File: src/rtl/dcache_pkg.sv
// Shared types and geometry for the direct-mapped data cache.
// Cache geometry is set here; all other widths derive from it.
package dcache_pkg;

    localparam int unsigned NUM_LINES      = 16;
    localparam int unsigned WORDS_PER_LINE = 4;
    localparam int unsigned ADDR_W         = 32;
    localparam int unsigned WORD_W         = 32;

    localparam int unsigned WSEL_W   = $clog2(WORDS_PER_LINE);
    localparam int unsigned OFFSET_W = WSEL_W + 2;
    localparam int unsigned INDEX_W  = $clog2(NUM_LINES);
    localparam int unsigned TAG_W    = ADDR_W - INDEX_W - OFFSET_W;
    localparam int unsigned LINE_W   = WORD_W * WORDS_PER_LINE;

    typedef enum logic [1:0] {
        COMPARE   = 2'd0,
        WRITEBACK = 2'd1,
        ALLOCATE  = 2'd2
    } state_e;

endpackage

File: src/rtl/dcache_line_store.sv
// Valid/dirty/tag/data storage for the cache: combinational read by index,
// synchronous line fill or single-word store, synchronous clear of valid/dirty.
module dcache_line_store
    import dcache_pkg::*;
(
    input  logic                clk,
    input  logic                rst,
    input  logic [INDEX_W-1:0]  index,
    output logic                rd_valid,
    output logic                rd_dirty,
    output logic [TAG_W-1:0]    rd_tag,
    output logic [LINE_W-1:0]   rd_data,
    input  logic                fill_en,
    input  logic [TAG_W-1:0]    fill_tag,
    input  logic [LINE_W-1:0]   fill_data,
    input  logic                wr_en,
    input  logic [WSEL_W-1:0]   wr_word,
    input  logic [WORD_W-1:0]   wr_data
);

    logic [NUM_LINES-1:0] valid_q;
    logic [NUM_LINES-1:0] dirty_q;
    logic [TAG_W-1:0]     tag_q  [NUM_LINES];
    logic [LINE_W-1:0]    data_q [NUM_LINES];

    assign rd_valid = valid_q[index];
    assign rd_dirty = dirty_q[index];
    assign rd_tag   = tag_q[index];
    assign rd_data  = data_q[index];

    // Line state bits: reset wins over any concurrent fill or store
    always_ff @(posedge clk) begin
        if (rst) begin
            valid_q <= '0;
            dirty_q <= '0;
        end else if (fill_en) begin
            valid_q[index] <= 1'b1;
            dirty_q[index] <= 1'b0;
        end else if (wr_en) begin
            dirty_q[index] <= 1'b1;
        end
    end

    always_ff @(posedge clk) begin
        if (fill_en) begin
            tag_q[index]  <= fill_tag;
            data_q[index] <= fill_data;
        end else if (wr_en) begin
            for (int w = 0; w < WORDS_PER_LINE; w++) begin
                if (wr_word == WSEL_W'(w)) begin
                    data_q[index][w*WORD_W +: WORD_W] <= wr_data;
                end
            end
        end
    end

endmodule

File: src/rtl/dcache_direct_mapped.sv
// Direct-mapped write-back, write-allocate data cache for the MEM stage.
// Hits complete in the request cycle; misses stall while whole lines move.
module dcache_direct_mapped
    import dcache_pkg::*;
(
    input  logic                clk,
    input  logic                rst,
    input  logic                cpu_req,
    input  logic                cpu_we,
    input  logic [ADDR_W-1:0]   cpu_addr,
    input  logic [WORD_W-1:0]   cpu_wdata,
    output logic [WORD_W-1:0]   cpu_rdata,
    output logic                cpu_ready,
    output logic                stall,
    output logic                mem_req,
    output logic                mem_we,
    output logic [ADDR_W-1:0]   mem_addr,
    output logic [LINE_W-1:0]   mem_wdata,
    input  logic [LINE_W-1:0]   mem_rdata,
    input  logic                mem_ready,
    output logic [31:0]         hit_count,
    output logic [31:0]         miss_count
);

    state_e state, next_state;

    logic [TAG_W-1:0]   cpu_tag;
    logic [INDEX_W-1:0] cpu_index;
    logic [WSEL_W-1:0]  cpu_word;
    logic               unused_addr_bits;

    logic               line_valid;
    logic               line_dirty;
    logic [TAG_W-1:0]   line_tag;
    logic [LINE_W-1:0]  line_data;

    logic               hit_c;
    logic               miss_c;
    logic               fill_en;
    logic               wr_en;

    assign cpu_tag          = cpu_addr[ADDR_W-1 -: TAG_W];
    assign cpu_index        = cpu_addr[OFFSET_W +: INDEX_W];
    assign cpu_word         = cpu_addr[2 +: WSEL_W];
    assign unused_addr_bits = ^cpu_addr[1:0];

    assign hit_c  = (state == COMPARE) & cpu_req & line_valid & (line_tag == cpu_tag);
    assign miss_c = (state == COMPARE) & cpu_req & ~hit_c;
    assign stall  = cpu_req & ~cpu_ready;

    dcache_line_store u_store (
        .clk       (clk),
        .rst       (rst),
        .index     (cpu_index),
        .rd_valid  (line_valid),
        .rd_dirty  (line_dirty),
        .rd_tag    (line_tag),
        .rd_data   (line_data),
        .fill_en   (fill_en),
        .fill_tag  (cpu_tag),
        .fill_data (mem_rdata),
        .wr_en     (wr_en),
        .wr_word   (cpu_word),
        .wr_data   (cpu_wdata)
    );

    always_ff @(posedge clk) begin
        if (rst) begin
            state <= COMPARE;
        end else begin
            state <= next_state;
        end
    end

    // Counters add their event bit every cycle so they wrap naturally
    always_ff @(posedge clk) begin
        if (rst) begin
            hit_count  <= '0;
            miss_count <= '0;
        end else begin
            hit_count  <= hit_count  + 32'(hit_c);
            miss_count <= miss_count + 32'(miss_c);
        end
    end

    always_comb begin
        next_state = state;
        cpu_ready  = 1'b0;
        cpu_rdata  = '0;
        mem_req    = 1'b0;
        mem_we     = 1'b0;
        mem_addr   = '0;
        mem_wdata  = '0;
        fill_en    = 1'b0;
        wr_en      = 1'b0;

        case (state)
            COMPARE: begin
                if (hit_c) begin
                    cpu_ready = 1'b1;
                    wr_en     = cpu_we;
                    if (!cpu_we) begin
                        for (int w = 0; w < WORDS_PER_LINE; w++) begin
                            if (cpu_word == WSEL_W'(w)) begin
                                cpu_rdata = line_data[w*WORD_W +: WORD_W];
                            end
                        end
                    end
                end else if (miss_c) begin
                    next_state = (line_valid & line_dirty) ? WRITEBACK : ALLOCATE;
                end
            end
            WRITEBACK: begin
                mem_req   = 1'b1;
                mem_we    = 1'b1;
                mem_addr  = {line_tag, cpu_index, OFFSET_W'(0)};
                mem_wdata = line_data;
                if (mem_ready) begin
                    next_state = ALLOCATE;
                end
            end
            ALLOCATE: begin
                mem_req  = 1'b1;
                mem_addr = {cpu_tag, cpu_index, OFFSET_W'(0)};
                if (mem_ready) begin
                    fill_en    = 1'b1;
                    next_state = COMPARE;
                end
            end
            default: begin
                next_state = COMPARE;
            end
        endcase
    end

endmodule

File: config.mk
export PLATFORM = sky130hd
export DESIGN_NAME = dcache_direct_mapped
export DESIGN_NICKNAME = d
export VERILOG_FILES = /design/src/rtl/dcache_pkg.sv /design/src/rtl/dcache_line_store.sv /design/src/rtl/dcache_direct_mapped.sv
export SDC_FILE = /design/constraint.sdc
export NUM_CORES = 2
export LEC_CHECK = 0
export CORE_UTILIZATION = 63
export DETAILED_ROUTE_END_ITERATION = 8
export DONT_BUFFER_PORTS = 1
export GPL_TIMING_DRIVEN = 0
export PLACE_DENSITY_LB_ADDON = 0.05
export RECOVER_POWER = 25
export SETUP_SLACK_MARGIN = 0.4
export SYNTH_ARGS = -nofsm -noshare
export SYNTH_HDL_FRONTEND = slang
export SYNTH_SLANG_ARGS = --single-unit
File: constraint.sdc
create_clock -name clk -period 8.1 [get_ports clk]
set_clock_uncertainty 0.05 [all_clocks]
set_input_delay 2.025 -clock clk [delete_from_list [all_inputs] [get_ports clk]]
set_output_delay 2.025 -clock clk [all_outputs]
set_load 0.1 [all_outputs]
### I/O pins on the die edge

Scale: 1 px per um. Pins as bars across the die edge, other pins in gray.
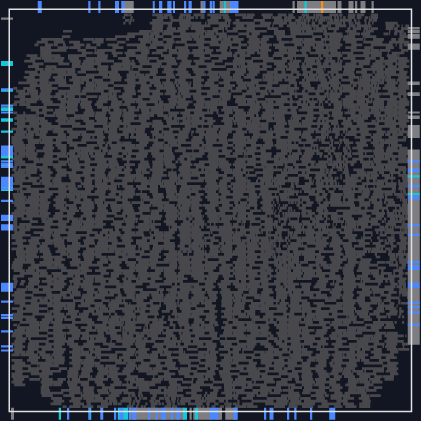
Orange stands for `cpu_ready`, pins 1, direction output, edge top. Cyan stands for `cpu_wdata`, pins 32, direction input, edge 14 left, 14 bottom, 2 right, 2 top. Blue stands for `mem_rdata`, pins 128, direction input, edge 42 left, 39 bottom, 28 top, 19 right.
All pins by edge: 169 right, 130 bottom, 101 top, 57 left.
# port buffers: 0
die height: 401 um
Die X: 401 um

### Cell placement

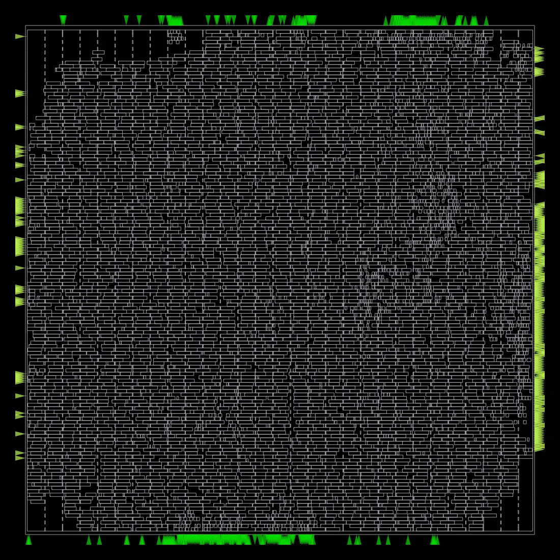
Final Non-Filler Cells: 7,386
final design utilization: 0.730
fraction of area in registers: 0.654
Flops: 2,530
row cnt: 145

==> run summary <==
Sequential share of power: 0.527
Endpoints failing setup: 0
Final Slew Violations: 899
VDD IR-drop max: 0.247 mV
Avg Cell Area, Syn: 21.8 um2
Status: finished, violations left
Power Dens Cells: 239 nW/um2
Post-route ant nets: 0
Failing checks: capacitance limit, slew limit
Internal power: 21.3 mW
Max-cap violation count: 53
Commonest cells post-synth: edfxtp_1 (2,432), mux4_2 (759), nor2_1 (194)
Post-Synth AOI/OAI Area: 0.0111
Max reg flops: 2,048
Number of enable flip-flop cells: 2,432
Initial antenna violation count: 94
Hold WC Path Type: reg2reg
Setup TNS: 0 ns
Fp util: 0.638
Final Hold Viols: 0
Core Box Area: 157,000 um2
Hold buffers post-CTS: 0
Clock Power Share: 0.407
DRT Pass-1 Iters: 6
Share of cells above drive strength 1: 0.317
Crit path time final: 7.92 ns
Number of global-route vias before repair: 50,000
Post-route cell area: 115,000 um2
Most common cell in the synthesized netlist: edfxtp_1
CP max stage delay: 0.62 ns
P_leak: 36.1 nW
Fmax: 0.126 GHz
Area leader, netlist: edfxtp_1
Placed cell area: 105,000 um2
Crit-path leading delay family: buffers and inverters
Nets@finish: 5,187
Most frequent logic cells in the routed design: edfxtp_1 (2,432), mux4_2 (759), clkbuf_16 (246)
Most numerous logic cell after layout: edfxtp_1
Cts repair resizes: 474
Synth warnings: 0
Distinct cells, synth: 65
### Port wiring

Scale: 1 px per um.
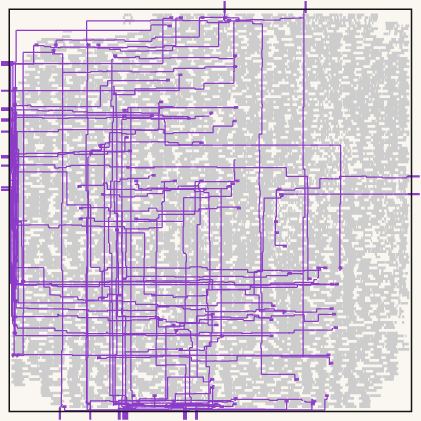
Purple stands for `cpu_wdata`, bits 32, direction input, end cells 128, buffers 0, wire 20.1 mm.
io pins: 457

### Met2 routing

Scale: 1 px per um.
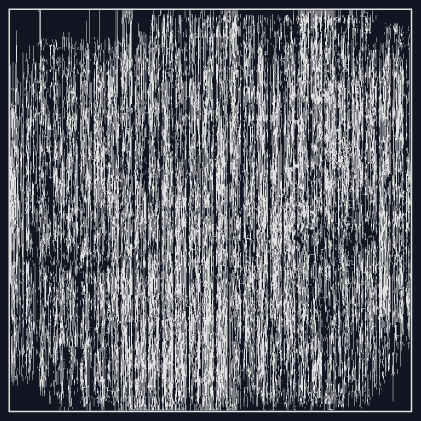
The layer holds 45% of the routed length. The longest straight run is 206 um. The layer carries 139 mm of wire.
DR vias: 53,200
GR Util met2: 0.558
wirelength, routed: 305,000 um

## how the worst min path moves through the flow
stage,startpoint,endpoint,slack [ns],cells past startpoint
2_1_floorplan,u_store.valid_q[10],u_store.valid_q[10],0.38,2
3_3_place_gp,u_store.valid_q[5],u_store.valid_q[5],0.40,2
3_5_place_dp,u_store.valid_q[3],u_store.valid_q[3],0.41,2
4_1_cts,u_store.valid_q[13],u_store.valid_q[13],0.42,2
5_1_grt,u_store.valid_q[13],u_store.valid_q[13],0.45,2
6_report,u_store.valid_q[13],u_store.valid_q[13],0.42,2
## final cells by class
cell class	instances	area, um2
timing repair buffer	143	1950
clock inverter	158	1500
multi-input combinational	1788	24800
sequential	2530	75000
clock buffer	298	6270
fill	8788	42300
buffer	256	2160
inverter	22	82.6
tap	2058	2570
antenna	133	333
No activity file was given, so power comes from the tool's default toggle rates.
